## src/rtl/dsp_pkg.sv

```systemverilog
// Shared types and constants for the DSP multiply-accumulate engine.
// Imported by the engine and its shift-add datapath step.
package dsp_pkg;

  localparam int DATA_W = 32;
  localparam int ADDR_W = 5;
  localparam int MUL_CYCLES_DEF = 32;
  localparam logic [ADDR_W-1:0] DEST_ADDR_DEF = 5'd18;

  typedef enum logic [1:0] {
    S_IDLE,
    S_MUL,
    S_WB,
    S_DONE
  } state_e;

  typedef struct packed {
    logic [DATA_W-1:0] mcand;
    logic [DATA_W-1:0] mplier;
    logic [DATA_W-1:0] acc;
    logic              acc_en;
  } ops_t;

endpackage

```

## src/rtl/dsp_shift_add_step.sv

```systemverilog
// One combinational shift-add multiply step, modulo 2^DATA_W.
// Carries out of the top bit are dropped on purpose.
module dsp_shift_add_step
  import dsp_pkg::*;
(
  input  logic [DATA_W-1:0] mcand_i,
  input  logic [DATA_W-1:0] mplier_i,
  input  logic [DATA_W-1:0] prod_i,
  output logic [DATA_W-1:0] mcand_o,
  output logic [DATA_W-1:0] mplier_o,
  output logic [DATA_W-1:0] prod_o
);

  always_comb begin
    prod_o   = mplier_i[0] ? prod_i + mcand_i : prod_i;
    mcand_o  = mcand_i << 1;
    mplier_o = mplier_i >> 1;
  end

endmodule

```

## src/rtl/dsp_mac_engine.sv

```systemverilog
// Sequential 32x32 shift-add multiply(-accumulate) engine with a
// request/grant writeback to a register-file write port.
module dsp_mac_engine
  import dsp_pkg::*;
#(
  parameter logic [ADDR_W-1:0] DEST_ADDR = DEST_ADDR_DEF,
  parameter int MUL_CYCLES = MUL_CYCLES_DEF
) (
  input  logic              clk,
  input  logic              rst_n,
  input  logic              start,
  input  logic [DATA_W-1:0] op_a,
  input  logic [DATA_W-1:0] op_b,
  input  logic [DATA_W-1:0] acc_in,
  input  logic              acc_en,
  output logic              wb_req,
  input  logic              wb_gnt,
  output logic [ADDR_W-1:0] wb_addr,
  output logic [DATA_W-1:0] wb_data,
  output logic              busy,
  output logic              done
);

  // One extra counter bit: the underflow past zero marks the
  // finalize cycle that follows the last shift-add step.
  localparam int CNT_W = $clog2(MUL_CYCLES) + 1;
  localparam logic [CNT_W-1:0] CNT_INIT = CNT_W'(MUL_CYCLES - 1);
  localparam logic [CNT_W-1:0] CNT_ONE = CNT_W'(1);

  state_e            state_q, state_d;
  ops_t              ops_q, ops_d;
  logic [DATA_W-1:0] prod_q, prod_d;
  logic [DATA_W-1:0] res_q, res_d;
  logic [CNT_W-1:0]  cnt_q, cnt_d;

  logic [DATA_W-1:0] step_mcand;
  logic [DATA_W-1:0] step_mplier;
  logic [DATA_W-1:0] step_prod;

  dsp_shift_add_step u_step (
    .mcand_i  (ops_q.mcand),
    .mplier_i (ops_q.mplier),
    .prod_i   (prod_q),
    .mcand_o  (step_mcand),
    .mplier_o (step_mplier),
    .prod_o   (step_prod)
  );

  always_ff @(posedge clk or negedge rst_n) begin
    if (!rst_n) begin
      state_q <= S_IDLE;
      ops_q   <= '0;
      prod_q  <= '0;
      res_q   <= '0;
      cnt_q   <= '0;
    end else begin
      state_q <= state_d;
      ops_q   <= ops_d;
      prod_q  <= prod_d;
      res_q   <= res_d;
      cnt_q   <= cnt_d;
    end
  end

  always_comb begin
    state_d = state_q;
    ops_d   = ops_q;
    prod_d  = prod_q;
    res_d   = res_q;
    cnt_d   = cnt_q;
    unique case (state_q)
      S_IDLE: begin
        if (start) begin
          ops_d = '{mcand: op_a, mplier: op_b,
                    acc: acc_in, acc_en: acc_en};
          prod_d  = '0;
          cnt_d   = CNT_INIT;
          state_d = S_MUL;
        end
      end
      S_MUL: begin
        if (cnt_q[CNT_W-1]) begin
          res_d   = ops_q.acc_en ? prod_q + ops_q.acc : prod_q;
          state_d = S_WB;
        end else begin
          prod_d       = step_prod;
          ops_d.mcand  = step_mcand;
          ops_d.mplier = step_mplier;
          cnt_d        = cnt_q - CNT_ONE;
        end
      end
      S_WB: begin
        if (wb_gnt) state_d = S_DONE;
      end
      S_DONE: state_d = S_IDLE;
      default: state_d = S_IDLE;
    endcase
  end

  assign busy    = (state_q != S_IDLE);
  assign done    = (state_q == S_DONE);
  assign wb_req  = (state_q == S_WB);
  assign wb_addr = wb_req ? DEST_ADDR : '0;
  assign wb_data = res_q;

endmodule

```

## config.mk

```make
export PLATFORM = sky130hd
export DESIGN_NAME = dsp_mac_engine
export DESIGN_NICKNAME = d
export VERILOG_FILES = /design/src/rtl/dsp_pkg.sv /design/src/rtl/dsp_shift_add_step.sv /design/src/rtl/dsp_mac_engine.sv
export SDC_FILE = /design/constraint.sdc
export NUM_CORES = 1
export LEC_CHECK = 0
export ABC_CLOCK_PERIOD_IN_PS = 2700
export CAP_MARGIN = 10
export CORE_ASPECT_RATIO = 0.8
export CORE_MARGIN = 1
export CORE_UTILIZATION = 50
export DETAILED_ROUTE_END_ITERATION = 10
export PLACE_DENSITY = 0.77
export SLEW_MARGIN = 10
export SYNTH_ARGS = -nofsm -noshare
export SYNTH_HDL_FRONTEND = slang
export SYNTH_SLANG_ARGS = --single-unit
```

## constraint.sdc

```tcl
create_clock -name clk -period 2.7 [get_ports clk]
set_input_delay 0.675 -clock clk [delete_from_list [all_inputs] [get_ports clk]]
set_output_delay 0.675 -clock clk [all_outputs]
set_load 0.05 [all_outputs]
```

==> impl_metrics.csv <==
group,metric,value,unit
cells_and_area,nFillCells,1474,
yosys,edf_count,0,
yosys,mux_area_frac,0.04824,
route,vias_per_cell,5.987,
final_timing,setup_viol_count_final,9,
outcome,violations,"negative setup slack",
cts,ctsResizeCount,47,
final_timing,rsz0062_at_grt,"true",
worst_setup_path,r2r_cells,11,
final_timing,setup_ws,-0.1156,ns
final_timing,final_max_slew_viol_count,0,
power,intPower,0.008578,W
yosys,area_leaders,"dfrtp_1 41%, ha_1 8.2%, o21ai_0 5.0%, a222oi_1 4.8%, nand2_1 4.4%",
yosys,yosys_warnings,0,
outcome,status,"finished, violations left",
route,drc_errors,0,
yosys,synthXorXnorAreaFrac,0.04210,
grt,grtUsageTotal,0.2836,
placed_design,dpl.hpwl,20680,um
placed_design,place_area,0.01251,mm^2
grt,grtUsageMet1,0.3827,
worst_setup_path,start_kind,"flop",
floorplanning,fp_util,0.5119,
cells_and_area,layout-drive-gt1-share,0.2104,
cts,ctsHoldBuffers,0,
worst_setup_path,path_common_cell,"a21oi_2",
cts,clockRootBuffer,"clkbuf_16",
cts,post_cts_buffers,13,
worst_setup_path,crit_chain,"ha_4, buf_6, a211o_4, a211o_1, a21oi_2, a211oi_2, o21ai_2, a21oi_2, o21a_1, or4_1, a31oi_1",
placed_design,place_worst_setup_slack,-0.2465,ns
==> run 1: cell usage in the layout, fill, tap and decap left out, types with 19 or more instances in the layout <==
master	instances
dfrtp_1	164
inv_1	76
o21ai_1	19
o21ai_0	79
a222oi_1	49
nand2_1	118
nor2_1	43
ha_1	51
a21o_1	25
clkdlybuf4s50_1	132
buf_4	104
a21oi_1	70
mux2_2	33
xnor2_1	29
==> run 1: cells in the mapped netlist, types with 3 or more instances <==
library cell    n
nand3b_1        4
clkbuf_1       51
a211oi_1       12
a21oi_1        84
buf_4           5
nand4_1         9
mux2i_1        12
o31ai_1         5
nor3_1         11
o21ai_1         4
buf_1           3
nand2_1       120
mux2_2         33
a211o_1         4
a22oi_1        14
and2_1          8
nor3b_1         4
nor4_1          3
dfrtp_1       169
xnor2_1        30
nor2_1         49
a211oi_2        3
and3_1         11
a222oi_1       49
a31oi_1        10
a22o_1          5
nand3_1        15
nor2b_1         5
o21ai_0       101
o211ai_1        5
nand2b_1       11
or2_2           3
o21bai_1       12
inv_1          77
ha_1           67
xor2_1         19
o21a_1          7
a41oi_1         3
a21o_1         25
o22ai_1         4
==> run 1: power groups by stage <==
stage	logic [W]	registers, W	clock network [W]
after floorplan	0.00479	0.00454	0
final	0.00877	0.00431	0.00244
after detailed placement	0.00788	0.00426	0
after CTS	0.00817	0.00424	0.00246
after global placement	0.00763	0.00422	0
after global routing	0.00948	0.00440	0.00256
==> run 1: layout make-up <==
type	count	area, um^2	share of cell area
clock inverters	13	131.4	0.009501
inverters	77	289.0	0.02090
multi-input cells	788	6017	0.4351
well taps	264	330.3	0.02389
flip-flops and latches	169	4235	0.3063
repair buffers	255	2370	0.1714
clock buffers	19	452.9	0.03275
diodes	1	2.502	0.0001810
==> run_1/layers.png <==
(4 px per um) Two of the layers only.
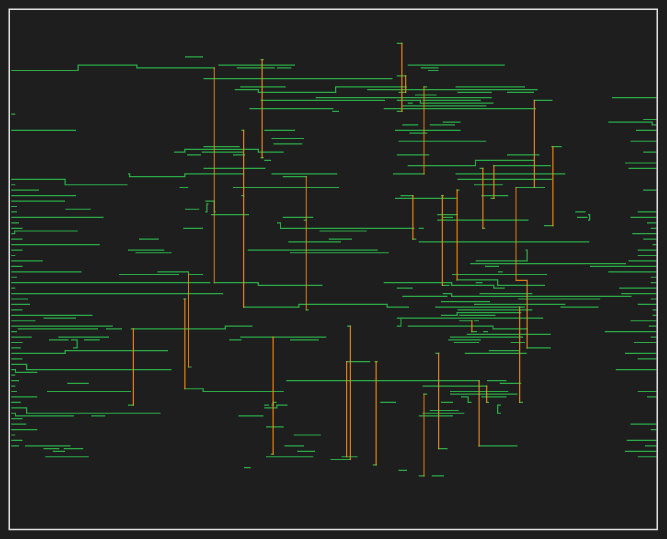
Key: green = M3 [wire length 2970 um]; orange = M4 [wire length 630 um]
Detailed Route WL: 29780 um
via count: 9496
WL per Instance: 18.78 um

==> run_1/port_trees.png <==
(2 px per um)
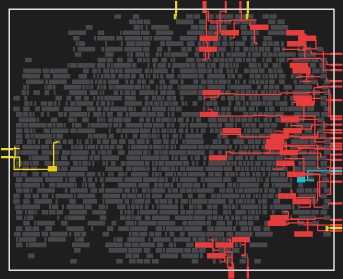
Key: cyan = `acc_en` [bits 1, direction input, end cells 1, buffers 1, wire 22.4 um]; yellow = `wb_addr` [bits 5, direction output, end cells 4, buffers 2, wire 73.3 um]; red = `wb_data` [bits 32, direction output, end cells 32, buffers 32, wire 1060 um]
number of port buffers: 137
I/O pin count: 141

==> run_1/closeup.png <==
Window x 111 to 131, y 87 to 107 um. Cells in grey, sequential cells in the stronger grey; small squares are vias.
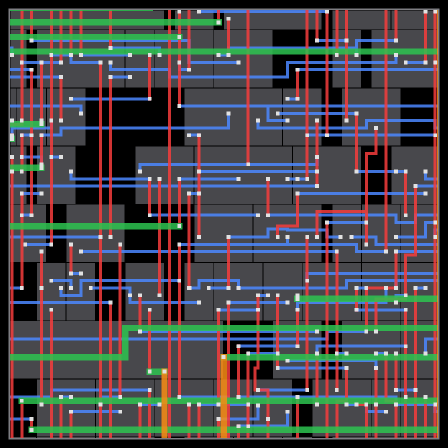
Key: orange = M4; blue = M1; green = M3; red = M2
Most frequent: buf_4 (8), nand2_1 (5), o21bai_1 (4). Sequential cells in the window: 0. 44 logic cells have their middle in the window.

Power figures rest on the tool's default switching activity, not on a simulated workload.
